==> config.mk <==
export PLATFORM = sky130hd
export DESIGN_NAME = register_bank_dump_reader
export DESIGN_NICKNAME = d
export VERILOG_FILES = /design/src/rtl/register_bank_dump_reader.sv
export SDC_FILE = /design/constraint.sdc
export NUM_CORES = 1
export LEC_CHECK = 0
export CORE_AREA = 2 2 415 417
export CTS_CLUSTER_DIAMETER = 60
export DETAILED_ROUTE_END_ITERATION = 6
export DIE_AREA = 0 0 417 419
export HOLD_SLACK_MARGIN = 0.02
export PLACE_DENSITY = 0.42
export SLEW_MARGIN = 20
export SYNTH_ARGS = -nofsm -noshare
export SYNTH_HDL_FRONTEND = slang
export SYNTH_SLANG_ARGS = --single-unit
==> constraint.sdc <==
create_clock -name clk -period 3.2 [get_ports clk]
set_clock_uncertainty 0.05 [all_clocks]
set_input_delay 0.32 -clock clk [delete_from_list [all_inputs] [get_ports clk]]
set_output_delay 0.32 -clock clk [all_outputs]
set_load 0.02 [all_outputs]
Track usage over the die:
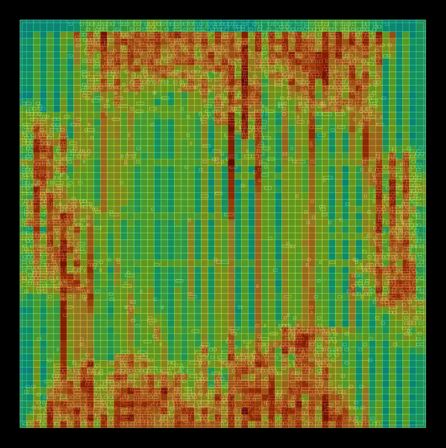
met3 GRT Util: 3.18%
total track usage: 20.0%
met2 Resource Use GR: 39.5%

Metal 2:
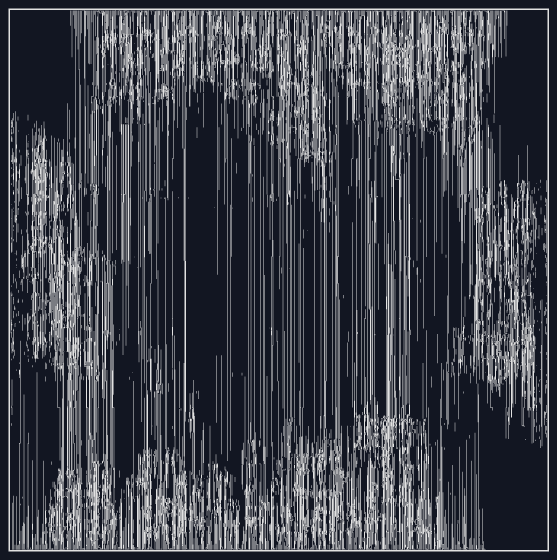
- nets with wire on the layer: 3588
- longest straight run: 277 um
- wire length on this layer: 102 mm
- main direction: vertical
- share of all routed wire: 56%
via count: 22900
Total Wirelength: 183000 um

Met3 routing:
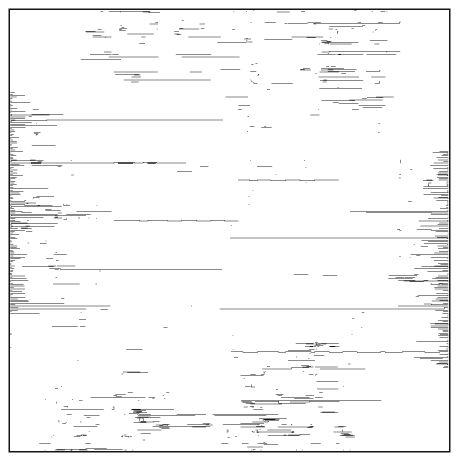
- longest straight run: 213 um
- share of all routed wire: 5.1%
- nets with wire on the layer: 644
- wire length on this layer: 9310 um
- main direction: horizontal

==> impl_metrics.ini <==
; yosys + openroad results
[setup_path]
cpPeakStageDelay_ps = 420
critPathMaxFanout = 12
r2r_setup_slack_ps = 70
critPathMostFrequentCell = buf_4
r2r.worst_path.cells = 11
crit_path_cell_trace = ha_4, and3_1, ha_1, inv_1, o211ai_1, buf_12, buf_4, buf_4, o221ai_1, nor3_1, a21o_1

[sta]
relSlewSlack_pct = 34.5
finalSetupViolCount = 0
holdWs_ps = 20.9

[floorplanning]
die_x_um = 417
core.rowCount = 152
fp.coreArea_sq_um = 171000
initial_utilization_pct = 10.8
die_h_um = 419

[power]
clockPowerShare_pct = 3.6
power_density_nw_per_um2 = 577
finalPower_mw = 19.6
intPower_mw = 9.72

[clock_tree]
cts_setup_buffers = 3
cts_buffers = 5

[synth]
fa_ha_area_share_pct = 0.136
synth_area_sq_um = 18400
mux_share_pct = 63.0
yosys_area_sq_um = 18400
syn_area_per_cell_sq_um = 10.6
top_cells_by_count = mux2i_1, mux4_2, a22oi_1
synthTopCellsByArea = mux4_2, mux2i_1, dfrtp_1
most_common_cell = mux2i_1
yosysTopAreaCell = mux4_2

[routing]
top_layer_used = met5
dr_wl_met3_um = 9310
wl_per_cell_um = 35.9

[grt]
grt_first_pass_wirelength_um = 234000

[status]
status = complete, no violations

[cells_and_area]
nNetsFinal = 3890
regArea_sq_um = 1130
logic_gate_count = 1477
drive_above_1_share_pct = 22.2

[placed_design]
dpl_cell_area_sq_um = 33600
dp_slack_ps = -287

[job]
tool_warnings = 27

[min_path]
min_path_type = in -> async
